[src/rtl/wave_sequencer.sv]
// wave_sequencer: phase-accumulator address generator and sample mux
// for the four waveform ROMs; config changes land only on a phase wrap.
module wave_sequencer #(
    parameter int                 PHASE_W  = 24,
    parameter logic [PHASE_W-1:0] DEF_FREQ = 24'h010000
) (
    input  logic               i_clk,
    input  logic               i_rst_n,
    input  logic               i_run,
    input  logic               i_cfg_valid,
    output logic               o_cfg_ready,
    input  logic [1:0]         i_cfg_wave,
    input  logic [PHASE_W-1:0] i_cfg_freq,
    output logic [3:0]         o_rom_en,
    output logic [7:0]         o_rom_addr,
    input  logic [9:0]         i_rom_q0,
    input  logic [9:0]         i_rom_q1,
    input  logic [9:0]         i_rom_q2,
    input  logic [9:0]         i_rom_q3,
    output logic [9:0]         o_wave_out,
    output logic               o_wave_valid,
    output logic               o_cycle_done,
    output logic               o_busy
);

    typedef enum logic [1:0] {
        S_IDLE  = 2'd0,
        S_RUN   = 2'd1,
        S_DRAIN = 2'd2
    } state_t;

    state_t             r_state;
    logic [PHASE_W-1:0] r_phase;
    logic [PHASE_W-1:0] r_freq;
    logic [PHASE_W-1:0] r_pend_freq;
    logic [1:0]         r_wave;
    logic [1:0]         r_pend_wave;
    logic               r_pend;
    logic [1:0]         r_wave_d;
    logic               r_en_d;
    logic [9:0]         r_wave_out;
    logic               r_wave_valid;
    logic               r_cycle_done;

    logic [PHASE_W:0]   w_sum;
    logic               w_wrap;
    logic               w_accept;
    logic [9:0]         w_sel;

    assign w_sum    = {1'b0, r_phase} + {1'b0, r_freq};
    assign w_wrap   = w_sum[PHASE_W];
    assign w_accept = i_cfg_valid && o_cfg_ready;

    assign o_cfg_ready  = !r_pend;
    assign o_busy       = (r_state != S_IDLE);
    assign o_rom_addr   = r_phase[PHASE_W-1 -: 8];
    assign o_rom_en     = (r_state == S_IDLE) ? 4'b0000
                                              : (4'b0001 << r_wave);
    assign o_wave_out   = r_wave_out;
    assign o_wave_valid = r_wave_valid;
    assign o_cycle_done = r_cycle_done;

    // Control FSM: accumulator, config staging and stop handling.
    always_ff @(posedge i_clk) begin
        if (!i_rst_n) begin
            r_state      <= S_IDLE;
            r_phase      <= '0;
            r_freq       <= DEF_FREQ;
            r_wave       <= 2'd0;
            r_pend_freq  <= '0;
            r_pend_wave  <= 2'd0;
            r_pend       <= 1'b0;
            r_cycle_done <= 1'b0;
        end else begin
            r_cycle_done <= 1'b0;
            unique case (r_state)
                S_IDLE: begin
                    r_phase <= '0;
                    if (w_accept) begin
                        r_freq <= i_cfg_freq;
                        r_wave <= i_cfg_wave;
                    end
                    if (i_run)
                        r_state <= S_RUN;
                end
                S_RUN: begin
                    if (w_wrap) begin
                        r_cycle_done <= 1'b1;
                        // A config seen on the wrap clk is already at a
                        // period boundary, so it is applied directly.
                        if (r_pend) begin
                            r_freq <= r_pend_freq;
                            r_wave <= r_pend_wave;
                            r_pend <= 1'b0;
                        end else if (w_accept) begin
                            r_freq <= i_cfg_freq;
                            r_wave <= i_cfg_wave;
                        end
                        if (r_pend || !i_run)
                            r_phase <= '0;
                        else
                            r_phase <= w_sum[PHASE_W-1:0];
                        if (!i_run)
                            r_state <= S_DRAIN;
                    end else begin
                        r_phase <= w_sum[PHASE_W-1:0];
                        if (w_accept) begin
                            r_pend_freq <= i_cfg_freq;
                            r_pend_wave <= i_cfg_wave;
                            r_pend      <= 1'b1;
                        end
                    end
                end
                S_DRAIN: begin
                    r_phase <= '0;
                    if (w_accept) begin
                        r_freq <= i_cfg_freq;
                        r_wave <= i_cfg_wave;
                    end
                    r_state <= S_IDLE;
                end
                default: r_state <= S_IDLE;
            endcase
        end
    end

    // Pick the ROM selected by the wave code aligned to ROM latency.
    always_comb begin
        w_sel = '0;
        unique case (r_wave_d)
            2'd0: w_sel = i_rom_q0;
            2'd1: w_sel = i_rom_q1;
            2'd2: w_sel = i_rom_q2;
            2'd3: w_sel = i_rom_q3;
            default: w_sel = '0;
        endcase
    end

    // Output pipeline: delay enable/wave by the ROM latency, then register.
    always_ff @(posedge i_clk) begin
        if (!i_rst_n) begin
            r_wave_d     <= 2'd0;
            r_en_d       <= 1'b0;
            r_wave_out   <= '0;
            r_wave_valid <= 1'b0;
        end else begin
            r_wave_d     <= r_wave;
            r_en_d       <= (r_state != S_IDLE);
            r_wave_valid <= r_en_d;
            r_wave_out   <= r_en_d ? w_sel : 10'd0;
        end
    end

endmodule

[config.mk]
export PLATFORM = sky130hd
export DESIGN_NAME = wave_sequencer
export DESIGN_NICKNAME = d
export VERILOG_FILES = /design/src/rtl/wave_sequencer.sv
export SDC_FILE = /design/constraint.sdc
export NUM_CORES = 1
export LEC_CHECK = 0
export ABC_AREA = 1
export CELL_PAD_IN_SITES_DETAIL_PLACEMENT = 1
export CELL_PAD_IN_SITES_GLOBAL_PLACEMENT = 1
export CORE_MARGIN = 2
export CORE_UTILIZATION = 41
export CTS_CLUSTER_DIAMETER = 80
export CTS_CLUSTER_SIZE = 40
export DETAILED_ROUTE_END_ITERATION = 10
export GPL_TIMING_DRIVEN = 1
export PLACE_DENSITY = 0.82
export REMOVE_ABC_BUFFERS = 1
export SYNTH_ARGS = -nofsm -noshare
export SYNTH_HDL_FRONTEND = slang
export SYNTH_SLANG_ARGS = --single-unit
[constraint.sdc]
create_clock -name i_clk -period 4.98 [get_ports i_clk]
set_input_delay 0.996 -clock i_clk [delete_from_list [all_inputs] [get_ports i_clk]]
set_output_delay 0.996 -clock i_clk [all_outputs]
set_load 0.03 [all_outputs]
==> results.toml <==
# flow metrics
[clock_tree]
cts-buffers-inserted = 9
cts_tree = "done"
root_buffer = "clkbuf_16"
ctsLongestPathBuffers = 2
clkLatencyLatePin_ps = 350
ctsResizeCount = 0
htreeDepth = 3
hold_buffers = 0

[sta]
tns_ps = 0
period_needed_ps = 3100
whs_ps = 461
maxSlewViolCount = 0
fmax_mhz = 323
rsz0062_at_grt = "false"
layout_setup_ws_ps = 1880

[synthesis]
synth_cell_types = 39
largest_area_cell = "dfxtp_1"
synth.avg_cell_area_um2 = 6.73
async_flop_share = 0
fa_ha_area_frac = 0.0540
ys_area_um2 = 5930
ys_sh_aoi = 0.149
yosys_warnings = 0
synthesis.instances = 882
ys_ff = 94
netlist_logic_family_top = "simple AND/OR/NAND/NOR gates"
ys_sh_xor = 0.0177
synth_seq_share = 0.317
synthTopCellsByArea = "dfxtp_1, nand2_1, a21oi_1"
simple_gate_area_frac = 0.364
netlist_area_um2 = 5930
ys_cells = 882
top_cell_area_share = 0.317

[pwr]
p_int_mw = 1.36
seqPwrFrac = 0.434
power.group.top = "registers"
clkPwrFrac = 0.373
total_power_mw = 1.90
p_per_area_nw_per_um2 = 266
pwr-share-comb = 0.193
powerSeq_mw = 0.825
switching_share = 0.283
p_clk_mw = 0.710
p_comb_mw = 0.368
p_switching_mw = 0.539

[place]
place_area_um2 = 6860
dp_hpwl_um = 13500
placed_cells = 1120
gp_congestion = 0.887
post-place-ws_ps = 1880
port_buffers = 95

[grt]
antenna_found_initial = 0
grt_pass1_vias = 6131
grt.total_usage = 0.238
grt_max_degree = 34
globalRouteOverflowTotal = 0

[min_path]
min_to = "r_pend_freq[3]"
min_path_cells = 2
hold_class = "register to register"

[detailed_routing]
drt-initial-drc-count = 209
drc = 0
via_per_inst = 5.15
ant_nets = 0

[finish]
comb_share = 0.484
layout.nets = 1046
lay_top_count = "nand2_1"
combGateArea_um2 = 3470
signal_buffers = 100
lay_top_cells = "nand2_1, clkdlybuf4s50_1, dfxtp_1, inv_1, a21oi_1"
final_area_um2 = 7170
final-clk-cell-share = 0.0423
seqCellArea_um2 = 1880
syn_to_final_growth_pct = 20.7
clkbuf_count = 13
dominant_cells = "logic gates"
stdcell_count = 1136
sh_seq_area = 0.263
fillers = 1850
buffer_area_frac = 0.138
antenna_cells = 0
drive_above_1_share = 0.103

[setup_path]
crit_type = "register to register"
worst_path_most_repeated_cell = "nand2_1"
r2r-end = "r_pend_freq[14]"
crit_chain = "ha_1, nand2_2, inv_1, nand2_1, nand2_1, a21oi_4, nand4_4, nor2_4, nand2_1, a21oi_1"
rrSetupSlack_ps = 1880
crit_arrival_ps = 3370
worstRegToRegCells = 10
cp-start-kind = "register"
path_buffers = 1
worst_path_largest_cell_delay_ps = 790
required_ps = 5260
cp.depth = 10
rr_startpoint = "r_freq[23]"

[floorplan]
die_width_um = 124
core_area_um2 = 14000
tap_cells = 180
dieHeight_um = 124
rows = 43
die_area_um2 = 15500

[job]
warnings = 25
max-cap-violations = 0

[outcome]
outcome = "finished, final reports clean"
==> metal layers <==
metal,track usage,up-vias,share of wire
met4,0.0806,0,0.028
met3,0.0434,35,0.026
met1,0.286,2755,0.45
met5,0,-,0
li1,-,2973,-
met2,0.427,87,0.50
==> tightest hold or removal path: cells and delay by family (launching register included) <==
kind	cells	cell delay (ps)
and+or+nand+nor	1	60
DFF	1	310
AOI/OAI and AO/OA	1	50
==> sequential cells by signal, summed over array words and instances, names as in the netlist <==
signal and count:
r_pend_freq 24, o_wave_valid 1, r_phase 24, o_cycle_done 1, r_freq 24, o_wave_out 10
r_state 2, r_pend_wave 2, r_wave_d 2, r_wave 2, r_pend 1, r_en_d 1
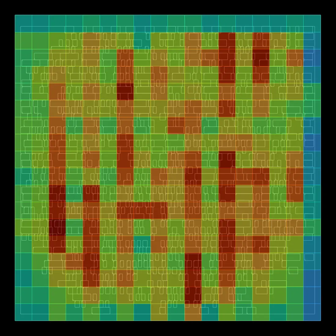
(images/congestion_map.png)
met3 GRT Util: 0.0434
drt wl/cell: 15.9 µm
Final Util: 0.512

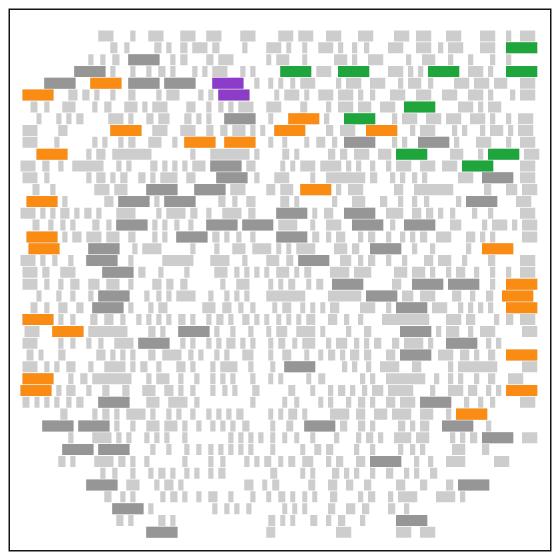
(images/ff_map.png)
Other sequential cells in the stronger gray, the rest of the logic in the fainter gray.
| color | netlist name | sequential cells |
|---|---|---|
| orange | `r_pend_freq` | 24 |
| green | `o_wave_out` | 10 |
| purple | `r_wave_d` | 2 |

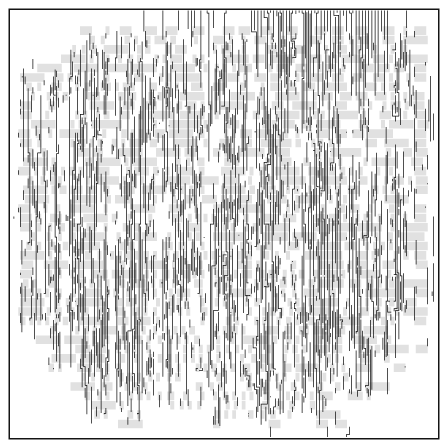
(images/m2.png)
main direction: vertical
wire length on this layer: 9010 µm
longest straight run: 46.2 µm
share of all routed wire: 50%

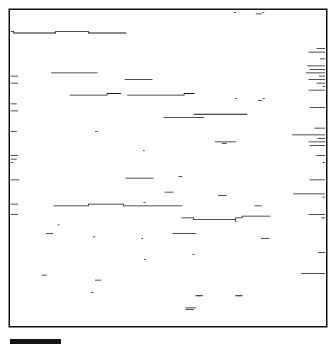
(images/m3.png)
The bar under the picture is 20 µm long.
share of all routed wire: 2.6%
wire length on this layer: 468 µm
nets with wire on the layer: 56
longest straight run: 23.0 µm
via count of the routed design: 5850
wirelength, routed: 18100 µm

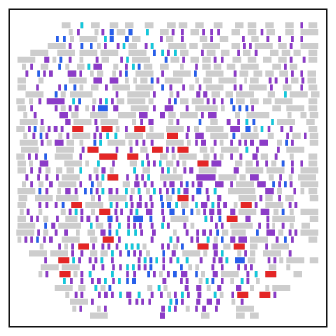
(images/gates.png)
| color | family | cells | most used |
|---|---|---|---|
| blue | nor cells | 81 | nor2_1 |
| cyan | inv cells | 80 | inv_1 |
| red | fa/ha/maj cells | 25 | ha_1 |
| purple | nand cells | 399 | nand2_1 |

Power is estimated from default activity; no workload was simulated.
